### Sequential cells colored by netlist name

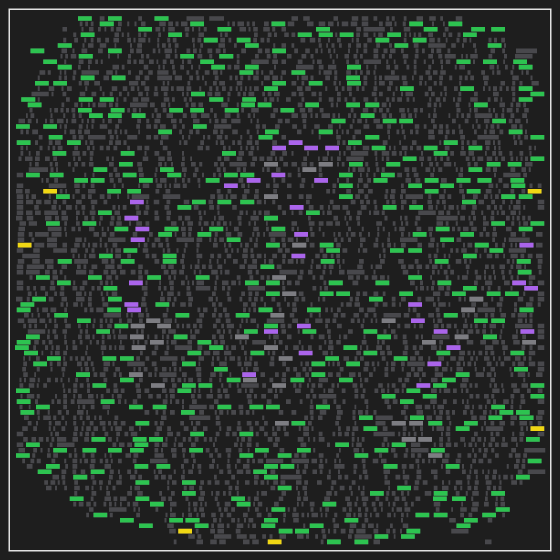
### Placed cells, one color a class

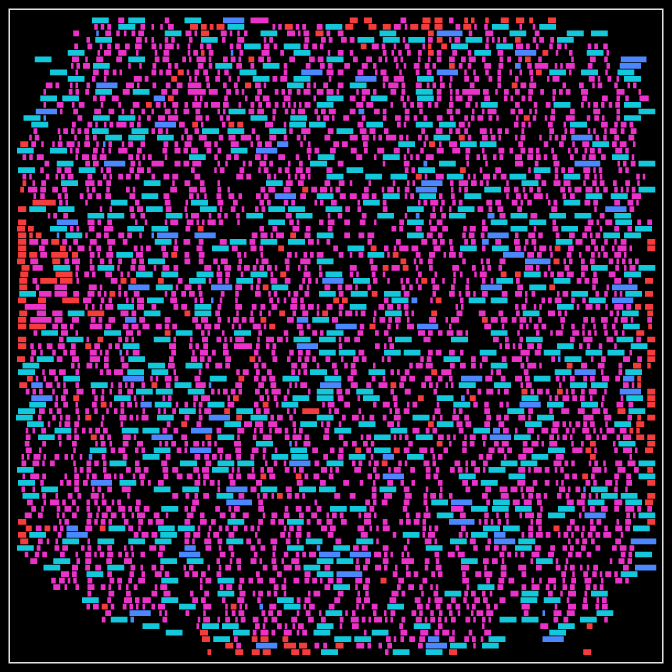
### Clock routing

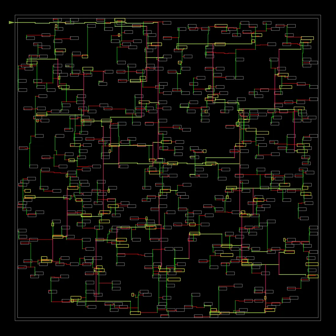
### Routed clock nets over the placement

Scale bar: 100 um.
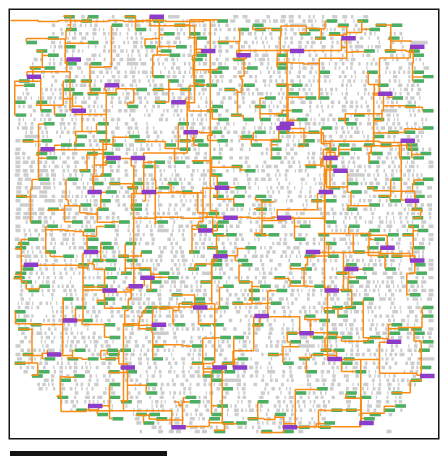
**src/rtl/perf_counter_bank.sv**
```systemverilog
// Bank of WIDTH-bit performance counters (cycles, retired instructions, generic events)
// with per-counter inhibit, sticky overflow and 32-bit CSR access through a hi-word shadow.
module perf_counter_bank #(
  parameter int WIDTH = 64,
  parameter int N_EVT = 4,
  localparam int NCNT  = N_EVT + 2,
  localparam int IDX_W = 4
) (
  input  logic             clk,
  input  logic             reset,
  input  logic             freeze,
  input  logic             instr_retired,
  input  logic [N_EVT-1:0] evt_in,
  input  logic [NCNT-1:0]  inhibit,
  input  logic             wr_en,
  input  logic [IDX_W-1:0] wr_idx,
  input  logic             wr_hi,
  input  logic [31:0]      wr_data,
  input  logic             rd_en,
  input  logic [IDX_W-1:0] rd_idx,
  input  logic             rd_hi,
  output logic [31:0]      rd_data,
  output logic             rd_valid,
  output logic [NCNT-1:0]  ovf,
  input  logic [NCNT-1:0]  ovf_clr
);

  localparam int HI_W = WIDTH - 32;

  function automatic logic [31:0] zext_hi(input logic [WIDTH-1:0] v);
    return 32'(v[WIDTH-1:32]);
  endfunction

  logic [WIDTH-1:0] cnt_r      [NCNT];
  logic [WIDTH-1:0] cnt_next_s [NCNT];
  logic [NCNT-1:0]  evt_s;
  logic [NCNT-1:0]  inc_s;
  logic [NCNT-1:0]  wrap_s;
  logic [NCNT-1:0]  ovf_r;
  logic [NCNT-1:0]  ovf_next_s;
  logic [WIDTH-1:0] rd_sel_s;
  logic             rd_hit_s;
  logic [31:0]      shadow_r;
  logic [31:0]      rd_data_r;
  logic             rd_valid_r;

  // Per-counter event source and qualified increment enable
  always_comb begin
    evt_s = {evt_in, instr_retired, 1'b1};
    inc_s = evt_s & ~inhibit & {NCNT{~freeze}};
  end

  // Next counter values: a CSR write replaces the increment for that counter
  always_comb begin
    wrap_s = '0;
    for (int i = 0; i < NCNT; i++) begin
      cnt_next_s[i] = cnt_r[i];
      if (wr_en && (wr_idx == IDX_W'(i))) begin
        if (wr_hi) begin
          cnt_next_s[i] = {wr_data[HI_W-1:0], cnt_r[i][31:0]};
        end else begin
          cnt_next_s[i] = {cnt_r[i][WIDTH-1:32], wr_data};
        end
      end else if (inc_s[i]) begin
        cnt_next_s[i] = cnt_r[i] + {{(WIDTH-1){1'b0}}, 1'b1};
        wrap_s[i]     = &cnt_r[i];
      end else begin
        cnt_next_s[i] = cnt_r[i];
      end
    end
    ovf_next_s = (ovf_r & ~ovf_clr) | wrap_s;
  end

  // Read-side counter select; out-of-range indices select nothing and yield zero
  always_comb begin
    rd_sel_s = '0;
    rd_hit_s = 1'b0;
    for (int i = 0; i < NCNT; i++) begin
      rd_sel_s = rd_sel_s | (cnt_r[i] & {WIDTH{rd_idx == IDX_W'(i)}});
      rd_hit_s = rd_hit_s | (rd_idx == IDX_W'(i));
    end
  end

  // Counter array and sticky overflow state
  always_ff @(posedge clk) begin
    if (reset) begin
      for (int i = 0; i < NCNT; i++) begin
        cnt_r[i] <= '0;
      end
      ovf_r <= '0;
    end else begin
      for (int i = 0; i < NCNT; i++) begin
        cnt_r[i] <= cnt_next_s[i];
      end
      ovf_r <= ovf_next_s;
    end
  end

  // Registered read port; a lo read snapshots the hi half so a following hi read is coherent
  always_ff @(posedge clk) begin
    if (reset) begin
      rd_data_r  <= 32'd0;
      rd_valid_r <= 1'b0;
      shadow_r   <= 32'd0;
    end else begin
      rd_valid_r <= rd_en;
      if (rd_en) begin
        if (rd_hi) begin
          rd_data_r <= shadow_r;
        end else if (rd_hit_s) begin
          rd_data_r <= rd_sel_s[31:0];
          shadow_r  <= zext_hi(rd_sel_s);
        end else begin
          rd_data_r <= 32'd0;
          shadow_r  <= 32'd0;
        end
      end
    end
  end

  assign rd_data  = rd_data_r;
  assign rd_valid = rd_valid_r;
  assign ovf      = ovf_r;

endmodule

```
**config.mk**
```make
export PLATFORM = sky130hd
export DESIGN_NAME = perf_counter_bank
export DESIGN_NICKNAME = d
export VERILOG_FILES = /design/src/rtl/perf_counter_bank.sv
export SDC_FILE = /design/constraint.sdc
export NUM_CORES = 2
export LEC_CHECK = 0
export CAP_MARGIN = 20
export CELL_PAD_IN_SITES_DETAIL_PLACEMENT = 1
export CELL_PAD_IN_SITES_GLOBAL_PLACEMENT = 1
export CORE_MARGIN = 2
export CORE_UTILIZATION = 40
export DETAILED_ROUTE_END_ITERATION = 8
export PLACE_DENSITY_LB_ADDON = 0.15
export SYNTH_ARGS = -nofsm -noshare
export SYNTH_HDL_FRONTEND = slang
export SYNTH_SLANG_ARGS = --single-unit
```
**constraint.sdc**
```tcl
create_clock -name clk -period 4.82 [get_ports clk]
set_input_delay 0.964 -clock clk [delete_from_list [all_inputs] [get_ports clk]]
set_output_delay 0.964 -clock clk [all_outputs]
set_load 0.02 [all_outputs]
```
==> flow_results.xml <==
<?xml version="1.0" encoding="UTF-8"?>
<metrics>
  <group name="critical_path">
    <metric name="reg2reg_from" unit="">cnt_r[3][0]</metric>
    <metric name="worst_setup_path_end_kind" unit="">flip-flop</metric>
    <metric name="critPathMaxFanout" unit="">34</metric>
    <metric name="crit_start" unit="">wr_en</metric>
    <metric name="worstPathRequired" unit="ns">5.28</metric>
    <metric name="worst-r2r-setup-slack" unit="ns">1.45</metric>
    <metric name="cp.arrival" unit="ns">4.01</metric>
    <metric name="start_kind" unit="">input pin</metric>
    <metric name="timing.setup.critical_path_class" unit="">in2reg</metric>
  </group>
  <group name="synthesis">
    <metric name="dominantRegCellSynth" unit="">sky130_fd_sc_hd__dfxtp_1</metric>
    <metric name="netlist_area" unit="um^2">28800</metric>
    <metric name="yosys_warnings" unit="">0</metric>
    <metric name="ys_seq_share" unit="%">31.7</metric>
    <metric name="number_of_enable_type_register_cells_in_the_synthesized_netlist" unit="">0</metric>
    <metric name="syn_avg_cell_area" unit="um^2">7.45</metric>
    <metric name="syn-instance-count" unit="">3862</metric>
    <metric name="synth_stat.cells" unit="">3862</metric>
    <metric name="syn-num-nets" unit="">3932</metric>
    <metric name="yosys.cell_types.count" unit="">100</metric>
    <metric name="ys_area" unit="um^2">28800</metric>
    <metric name="numSynthFlops" unit="">455</metric>
    <metric name="async_reset_ff_share" unit="%">0</metric>
  </group>
  <group name="timing">
    <metric name="grt_setup_unrepaired" unit="">false</metric>
    <metric name="clock.fmax" unit="GHz">0.281</metric>
    <metric name="final_min_period_over_clock_period" unit="%">73.7</metric>
    <metric name="final_critical_path_setup_slack" unit="ns">1.27</metric>
    <metric name="fin_hold_ws" unit="ns">0.471</metric>
    <metric name="final-setup-viol-count" unit="">0</metric>
    <metric name="least_margin_pin_slew" unit="ns">1.31</metric>
    <metric name="final-max-slew-violation-count" unit="">0</metric>
    <metric name="hold_viol_final" unit="">0</metric>
    <metric name="setup_total_negative_slack" unit="ns">0</metric>
    <metric name="timing.slew.headroom" unit="%">12.7</metric>
    <metric name="period_needed" unit="ns">3.55</metric>
  </group>
  <group name="cells_and_area">
    <metric name="area_delta_synth_final" unit="%">14.4</metric>
    <metric name="nNetsFinal" unit="">3909</metric>
    <metric name="share_of_final_layout_standard_cells_stronger_than_drive_strength_1" unit="%">9.09</metric>
    <metric name="final_common_cell" unit="">sky130_fd_sc_hd__dfxtp_1</metric>
    <metric name="layout_top_cells" unit="">455 x sky130_fd_sc_hd__dfxtp_1, 385 x sky130_fd_sc_hd__nand2_1, 366 x sky130_fd_sc_hd__nor2_1</metric>
  </group>
  <group name="floorplanning">
    <metric name="die-height" unit="um">272</metric>
    <metric name="floorplan.io_pins" unit="">103</metric>
    <metric name="fp.dieArea" unit="um^2">74100</metric>
    <metric name="fp.dieW" unit="um">272</metric>
    <metric name="core_util_floorplan" unit="%">40.3</metric>
  </group>
  <group name="clock_network">
    <metric name="ctsResizeCount" unit="">0</metric>
    <metric name="clock_tree.buffer_depth" unit="">3</metric>
    <metric name="cts_tree" unit="">built</metric>
    <metric name="cts.htree.levels" unit="">2</metric>
    <metric name="clkTransAtPathRegs" unit="ns">0.06</metric>
    <metric name="postCtsHoldBufs" unit="">0</metric>
    <metric name="cts_made_buffers" unit="">56</metric>
    <metric name="cts_setup_buffers" unit="">0</metric>
    <metric name="clk_root_buffer_cell" unit="">sky130_fd_sc_hd__clkbuf_16</metric>
  </group>
  <group name="grt">
    <metric name="grt_start_max_net_pins" unit="">188</metric>
    <metric name="via_count_of_the_first_global_routing_pass" unit="">32536</metric>
    <metric name="overflow" unit="">0</metric>
    <metric name="grt_first_pass_wirelength" unit="mm">245</metric>
    <metric name="antenna_found_initial" unit="">10</metric>
    <metric name="grt.total_usage" unit="%">45.5</metric>
    <metric name="grt_util_met1" unit="%">62.1</metric>
    <metric name="grt.busiest_layer" unit="">met1</metric>
    <metric name="grtUsageMet2" unit="%">61.1</metric>
    <metric name="grtUsageMet3" unit="%">15.9</metric>
  </group>
  <group name="route">
    <metric name="detail-route-antenna-nets" unit="">0</metric>
    <metric name="drcViolationCount" unit="">0</metric>
    <metric name="routed_wire_length_per_instance" unit="um">36.1</metric>
    <metric name="dr_total_vias" unit="">35894</metric>
    <metric name="vias_per_cell" unit="">7.40</metric>
    <metric name="totalWireLength" unit="mm">175</metric>
    <metric name="first_pass_iters" unit="">7</metric>
    <metric name="number_of_design_rule_violations_left_by_the_first_detailed_router_iteration" unit="">5796</metric>
  </group>
  <group name="place">
    <metric name="dp_hpwl" unit="mm">123</metric>
    <metric name="quantity_of_i_o_buffers_inserted_on_ports" unit="">102</metric>
    <metric name="globalplace.congestion" unit="">1.05</metric>
    <metric name="place_worst_setup_slack" unit="ns">0.709</metric>
  </group>
  <group name="power">
    <metric name="finalPower" unit="mW">9.76</metric>
    <metric name="p_leak" unit="nW">9.66</metric>
    <metric name="power.density" unit="nW/um^2">296</metric>
    <metric name="irDropWorstVdd" unit="mV">0.348</metric>
  </group>
  <group name="run">
    <metric name="total_number_of_warnings_across_the_stage_logs" unit="">30</metric>
    <metric name="max_cap_viol_count" unit="">0</metric>
  </group>
  <group name="status">
    <metric name="outcome" unit="">complete, no violations</metric>
  </group>
  <group name="min_path">
    <metric name="min_from" unit="">ovf[5]</metric>
    <metric name="holdCritPathClass" unit="">reg2reg</metric>
  </group>
</metrics>
Notes on 'Sequential cells colored by netlist name' above:
color	name in the netlist	placed flops
purple	`rd_data`	32
yellow	`ovf`	6
green	`cnt_r`	384
sequential standard cell area: 9110 um^2
share of cell area taken by flip-flops and latches: 27.7%

Notes on 'Placed cells, one color a class' above:
color	class	cells
magenta	all other logic	3101
blue	clock drivers and dummy loads	104
cyan	flip-flops	455
red	other buffers and delay cells	225
finished layout cell area: 32900 um^2
site row count: 98
final design utilization: 46.1%
area inside the core boundary: 71400 um^2

Notes on 'Clock routing' above:
clk sinks: 455
clock insertion delay at the later pin of the skew report: 0.65 ns
flip-flops: 455

Notes on 'Routed clock nets over the placement' above:
[green] flip-flops | count: 455
[purple] cells driving clock nets | count: 56
[orange] clock wires | length: 7680 um
routed clock nets	57
flops lie	all over the die
Worst Skew: 0.0236 ns
part of the total power dissipated in the clock network: 48.9%

-- cell usage after synthesis, drive strengths merged, types with 65 or more instances --
library cell | number | area (um^2)
a311oi | 65 | 569
nand2 | 385 | 1450
dfxtp | 455 | 9110
nor2 | 370 | 1390
a21oi | 253 | 1270
nand4 | 151 | 966
a22oi | 230 | 1730
and3 | 85 | 533
nand3 | 218 | 1100
nor3 | 148 | 772
clkbuf | 264 | 995
nor4 | 98 | 683
o21ai | 128 | 644
a31oi | 178 | 1110
-- flip-flops by register name (all words and copies together), names as in the netlist --
register / flops
ovf: 6
rd_valid: 1
rd_data: 32
cnt_r: 384
shadow_r: 32
-- where the power goes --
part | total [mW] | internal (mW) | switching [mW]
combinational | 0.931 | 0.245 | 0.686
sequential | 4.06 | 3.85 | 0.208
clock | 4.77 | 2.83 | 1.94
total | 9.76 | 6.92 | 2.83
-- cells by family (layout without fill, tap and decap cells) --
group,Yosys count,in the layout,share of synthesized area [%]
other cells,0,13,0
compound gates,1205,1205,28.5
mux,74,74,2.67
buf+inv,350,373,4.77
xor+xnor,20,20,0.609
simple gates,1752,1752,31.5
fa+ha+maj,6,6,0.261
flops,455,455,31.7
-- final timing paths --
kind	end	cells after the start
worst max-delay path	cnt_r[1][29]	8
worst min-delay path	ovf[5]	2
worst min register to register	ovf[5]	2
worst max register to register	ovf[3]	7
-- per-layer routing --
layer,vias up,share of wire (%)
met1,17808,40
met2,2617,39
li1,14927,-
met3,532,15
met4,10,6.9
met5,-,0.034
-- per-stage QoR --
step / std cells / cell area [um^2] / util (%)
after global routing: 4835 / 32900 / 46.1
final: 4848 / 32900 / 46.1
after global placement: 4728 / 30800 / 43.2
after floorplan: 3862 / 28800 / -
after detailed placement: 4730 / 30900 / 43.3
after CTS: 4834 / 32900 / 46.1
-- critical path, cell delays in order --
cell and delay (ns):
sky130_fd_sc_hd__clkdlybuf4s50_1 0.54, sky130_fd_sc_hd__or3b_2 0.73, sky130_fd_sc_hd__o21ai_2 0.28, sky130_fd_sc_hd__buf_4 0.43, sky130_fd_sc_hd__nand2_1 0.56, sky130_fd_sc_hd__o21a_1 0.26, sky130_fd_sc_hd__o21ai_0 0.14, sky130_fd_sc_hd__a211oi_1 0.08
-- area by class of cell --
cell class / count / area [um^2]
clock inverter: 22 / 354
antenna: 13 / 32.5
inverter: 44 / 166
sequential: 455 / 9110
tap: 950 / 1190
fill: 8717 / 38500
timing repair buffer: 225 / 1980
clock buffer: 82 / 1640
multi-input combinational: 3057 / 18400
Power figures rest on the tool's default switching activity, not on a simulated workload.
